<file path="src/rtl/mod6_seq_monitor.sv">
// Sequence checker for a MOD-6 count stream: locks on 0, verifies 0..5 stepping,
// pulses on each 5->0 wrap and counts completed cycles and sequence errors.
module mod6_seq_monitor #(
  parameter int CYCLE_W = 8,
  parameter int ERR_W   = 4
) (
  input  logic               clk,
  input  logic               reset,
  input  logic [2:0]         count_in,
  input  logic               count_valid,
  input  logic               clr_err,
  output logic               locked,
  output logic               wrap_pulse,
  output logic [CYCLE_W-1:0] cycle_count,
  output logic               seq_err,
  output logic               err_sticky,
  output logic [ERR_W-1:0]   err_count
);

  typedef enum logic {
    SYNC  = 1'b0,
    TRACK = 1'b1
  } state_t;

  state_t             r_state;
  logic [2:0]         r_prev;
  logic               r_wrap;
  logic [CYCLE_W-1:0] r_cycle_count;
  logic               r_seq_err;
  logic               r_err_sticky;
  logic [ERR_W-1:0]   r_err_count;

  state_t             w_state_next;
  logic [2:0]         w_prev_next;
  logic               w_wrap_next;
  logic [CYCLE_W-1:0] w_cycle_count_next;
  logic               w_err_next;
  logic               w_err_sticky_next;
  logic [ERR_W-1:0]   w_err_count_next;
  logic [2:0]         w_expected;

  assign w_expected = (r_prev == 3'd5) ? 3'd0 : r_prev + 3'd1;

  always_ff @(posedge clk or negedge reset) begin
    if (!reset) begin
      r_state       <= SYNC;
      r_prev        <= 3'd0;
      r_wrap        <= 1'b0;
      r_cycle_count <= '0;
      r_seq_err     <= 1'b0;
      r_err_sticky  <= 1'b0;
      r_err_count   <= '0;
    end else begin
      r_state       <= w_state_next;
      r_prev        <= w_prev_next;
      r_wrap        <= w_wrap_next;
      r_cycle_count <= w_cycle_count_next;
      r_seq_err     <= w_err_next;
      r_err_sticky  <= w_err_sticky_next;
      r_err_count   <= w_err_count_next;
    end
  end

  always_comb begin
    w_state_next       = r_state;
    w_prev_next        = r_prev;
    w_wrap_next        = 1'b0;
    w_err_next         = 1'b0;
    w_cycle_count_next = r_cycle_count;
    w_err_sticky_next  = r_err_sticky;
    w_err_count_next   = r_err_count;

    // Values 6/7 are errors in any state and take priority over the sequence check.
    if (count_valid) begin
      if (count_in > 3'd5) begin
        w_err_next   = 1'b1;
        w_state_next = SYNC;
      end else begin
        case (r_state)
          SYNC: begin
            if (count_in == 3'd0) begin
              w_state_next = TRACK;
              w_prev_next  = 3'd0;
            end
          end
          TRACK: begin
            if (count_in == w_expected) begin
              w_prev_next = count_in;
              w_wrap_next = (r_prev == 3'd5);
            end else begin
              w_err_next   = 1'b1;
              w_state_next = SYNC;
            end
          end
          default: w_state_next = SYNC;
        endcase
      end
    end

    if (w_wrap_next && (r_cycle_count != '1)) begin
      w_cycle_count_next = r_cycle_count + CYCLE_W'(1);
    end

    // A fresh error beats a simultaneous clear: the count restarts at one.
    if (w_err_next) begin
      w_err_sticky_next = 1'b1;
      if (clr_err) begin
        w_err_count_next = ERR_W'(1);
      end else if (r_err_count != '1) begin
        w_err_count_next = r_err_count + ERR_W'(1);
      end
    end else if (clr_err) begin
      w_err_sticky_next = 1'b0;
      w_err_count_next  = '0;
    end
  end

  assign locked      = (r_state == TRACK);
  assign wrap_pulse  = r_wrap;
  assign cycle_count = r_cycle_count;
  assign seq_err     = r_seq_err;
  assign err_sticky  = r_err_sticky;
  assign err_count   = r_err_count;

endmodule

</file>
<file path="config.mk">
export PLATFORM = sky130hd
export DESIGN_NAME = mod6_seq_monitor
export DESIGN_NICKNAME = d
export VERILOG_FILES = /design/src/rtl/mod6_seq_monitor.sv
export SDC_FILE = /design/constraint.sdc
export NUM_CORES = 1
export LEC_CHECK = 0
export ABC_AREA = 1
export CORE_AREA = 2 2 47 66
export CTS_CLUSTER_DIAMETER = 150
export DETAILED_ROUTE_END_ITERATION = 10
export DIE_AREA = 0 0 49 68
export DONT_BUFFER_PORTS = 1
export SYNTH_ARGS = -nofsm -noshare
export SYNTH_HDL_FRONTEND = slang
export SYNTH_SLANG_ARGS = --single-unit
</file>
<file path="constraint.sdc">
create_clock -name clk -period 3.51 [get_ports clk]
set_clock_uncertainty 0.1 [all_clocks]
set_input_delay 0.5265 -clock clk [delete_from_list [all_inputs] [get_ports clk]]
set_output_delay 0.5265 -clock clk [all_outputs]
set_load 0.01 [all_outputs]
</file>
Fig. 1: wiring by layer
Bar = 10 um. Only two layers are drawn.
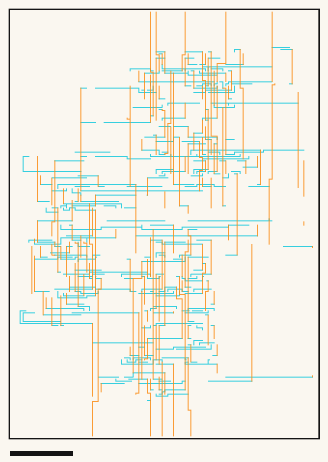
colour	layer	wire length
orange	metal 2	965 um
cyan	metal 1	958 um
Avg WL per Cell: 12.4 um
via count: 800
wirelength, routed: 2.04 mm
Total GRT Usage: 13.2%

Fig. 2: clock wiring as the flow saved it
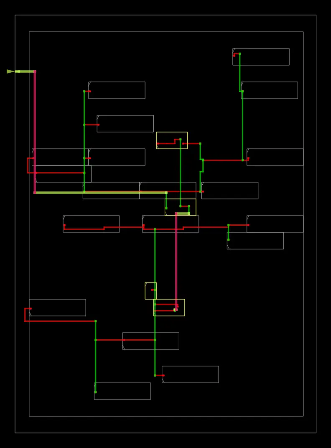
clock buffers: 3
Flops: 19
Late-Pin Clk Latency: 0.26 ns
clk pwr: 153 uW
clk sinks: 19

==> results.toml <==
# synthesis and place-and-route metrics
[clocking]
cts-root-buf = "clkbuf_8"
clkTransAtPathRegs_ns = 0.07
numCtsBuffers = 3
cts-htree-levels = 1
cts_tree = "yes"
clk_path_buf_depth = 2
postCtsSetupRepairBufs = 0

[grt]
antenna_found_initial = 0
grt_max_degree = 20
grt_pass1_wl_mm = 3.35
grt_pass1_vias = 797
gr-total-overflow = 0

[logic_synthesis]
yosysTopAreaCellShare_pct = 44.9
topCellsByArea = "dfrtp_1 (45%), nand2_1 (15%), nand3_1 (5.2%)"
yosys-top-cells-count = "nand2_1 (41), dfrtp_1 (19), nand3_1 (11)"
ys_cells = 122
syn_nets = 131
syn_inst = 122
ys_types = 26
yosysTopAreaCell = "dfrtp_1"
top_cell = "nand2_1"
ys_ff = 19
ff_type = "dfrtp_1"
syn_area_per_cell_um2 = 8.69
yosysChipArea_mm2 = 0.00106
async_reset_ff_share_pct = 100
synth_warnings = 0
edf_count = 0
synth_seq_share_pct = 44.9
netlist_area_mm2 = 0.00106

[power_and_ir_drop]
leakagePower_nw = 0.556
powerDensity_mw_per_mm2 = 404
ir_drop_mv = 0.182

[critical_path]
worst-path-max-fanout = 10
worstSetupPathType = "flip-flop to flip-flop"
crit_start = "cycle_count[0]$_DFFE_PN0P_"
critPathLaunchType = "flip-flop"
worstPathArrival_ns = 1.83
end_kind = "flip-flop"
critPathRequiredTime_ns = 3.56
r2r_start = "cycle_count[0]$_DFFE_PN0P_"

[route]
ant_nets = 0
firstDrtPassIters = 4
viasPerCell = 4.88
first_iter_violations = 25
remaining_drc_errors = 0

[placement]
dp_slack_ns = 1.72
dp.cells = 159
place_area_mm2 = 0.00111
io_buffers = 0
dp_hpwl_mm = 1.53
gp_congestion = 0.784

[layout]
drive_gt1_share_pct = 12.6
diodes = 0
area_growth_pct = 9.68
finalNonFillerCells = 164
fin_util_pct = 41.6
nets = 137
stdcell_area_mm2 = 0.00116

[final_timing]
max_slew_margin_pct = 42.3
rsz0062_at_grt = "no"
fin_crit_ns = 1.78
finalClockPeriodUsage_pct = 50.7
final_hold_viol_count = 0
finalWorstSetupSlack_ns = 1.73
tns_ns = 0
setup_violations = 0
maxSlewViolCount = 0
max_clock_freq_mhz = 561
worstMarginPinSlew_ns = 0.862

[run_status]
outcome = "complete, no violations"

[die]
rows = 23
initial_utilization_pct = 38.0
core_mm2 = 0.00279
ios = 23
fp.dieH_um = 68
die_area_mm2 = 0.00333
die_w_um = 49

[worst_hold_path]
hp-start = "count_valid"
hold_class = "primary input to flip-flop"

[job]
drv_cap = 0
tool_warnings = 26
[cell type report]
class | instances | area (um2)
fill | 293 | 1630
multi-input combinational | 95 | 549
sequential | 19 | 475
tap | 37 | 46.3
clock buffer | 3 | 41.3
inverter | 8 | 35.0
timing repair buffer | 1 | 10.0
clock inverter | 1 | 5.00
[path summary, 6_finish.rpt]
check	end	slack [ns]	depth (start not counted)
setup / recovery	cycle_count[5]$_DFFE_PN0P_	1.73	8
hold / removal	locked$_DFFE_PN0P_	0.26	1
setup reg to reg	cycle_count[5]$_DFFE_PN0P_	1.73	8
hold reg to reg	r_prev[2]$_DFFE_PN0P_	0.43	2
max in group asynchronous	cycle_count[1]$_DFFE_PN0P_	2.06	1
min in group asynchronous	r_prev[0]$_DFFE_PN0P_	0.72	1
[where the power goes]
group / leakage [nW] / switching [mW] / internal [mW]
clock: 0.0255 / 0.0743 / 0.0789
combinational: 0.270 / 0.0373 / 0.0234
sequential: 0.261 / 0.0226 / 0.233
[through the flow]
step	power (mW)	hold slack, ns
2_1_floorplan	0.303	0.131
3_3_place_gp	0.313	0.131
3_5_place_dp	0.315	0.131
4_1_cts	0.480	0.255
5_1_grt	0.495	0.269
6_report	0.469	0.263
[critical path, stage by stage, from the launching register on]
cell and delay, ns:
dfrtp_1 0.48, ha_1 0.23, nand3_1 0.15, nor3b_2 0.22, nand2_1 0.15, nand2_8 0.15
clkinv_4 0.07, nand2_1 0.06, nand2_1 0.05
[logic make-up after synthesis]
kind of cell               share of synthesized area [%]
DFF                                                 44.9
adders and majority gates                           2.36
and+or+nand+nor                                     33.1
xor gates and xnor gates                            8.97
AOI/OAI and AO/OA                                   7.44
buffers and inverters                               3.31
[flip-flops by register name (all words and copies together) (netlist names)]
register / count
r_prev: 3
seq_err: 1
locked: 1
err_count: 4
cycle_count: 8
wrap_pulse: 1
err_sticky: 1
[layout by cell type, fill, tap and decap left out, types with 2 or more instances in the layout]
master | Yosys | routed
clkbuf_8 | 0 | 3
dfrtp_1 | 19 | 19
ha_1 | 2 | 2
inv_1 | 7 | 7
nand2_1 | 41 | 41
nand2_2 | 2 | 2
nand3_1 | 11 | 11
nand3_2 | 2 | 2
nor2_1 | 9 | 9
o2111ai_1 | 3 | 3
o21ai_1 | 3 | 3
xnor2_1 | 4 | 4
xor2_1 | 5 | 5
[per-layer routing]
metal  global-route usage (%)  wire (um)
met5                        0          0
met3                     3.49         82
met4                     7.50         35
met2                     23.3        965
met1                     14.4        957
[what timing repair did]
action,in CTS,in global routing
endpoints found under the hold margin,19,0
resized,0,0
hold buffers,1,0
Power is estimated from default activity; no workload was simulated.
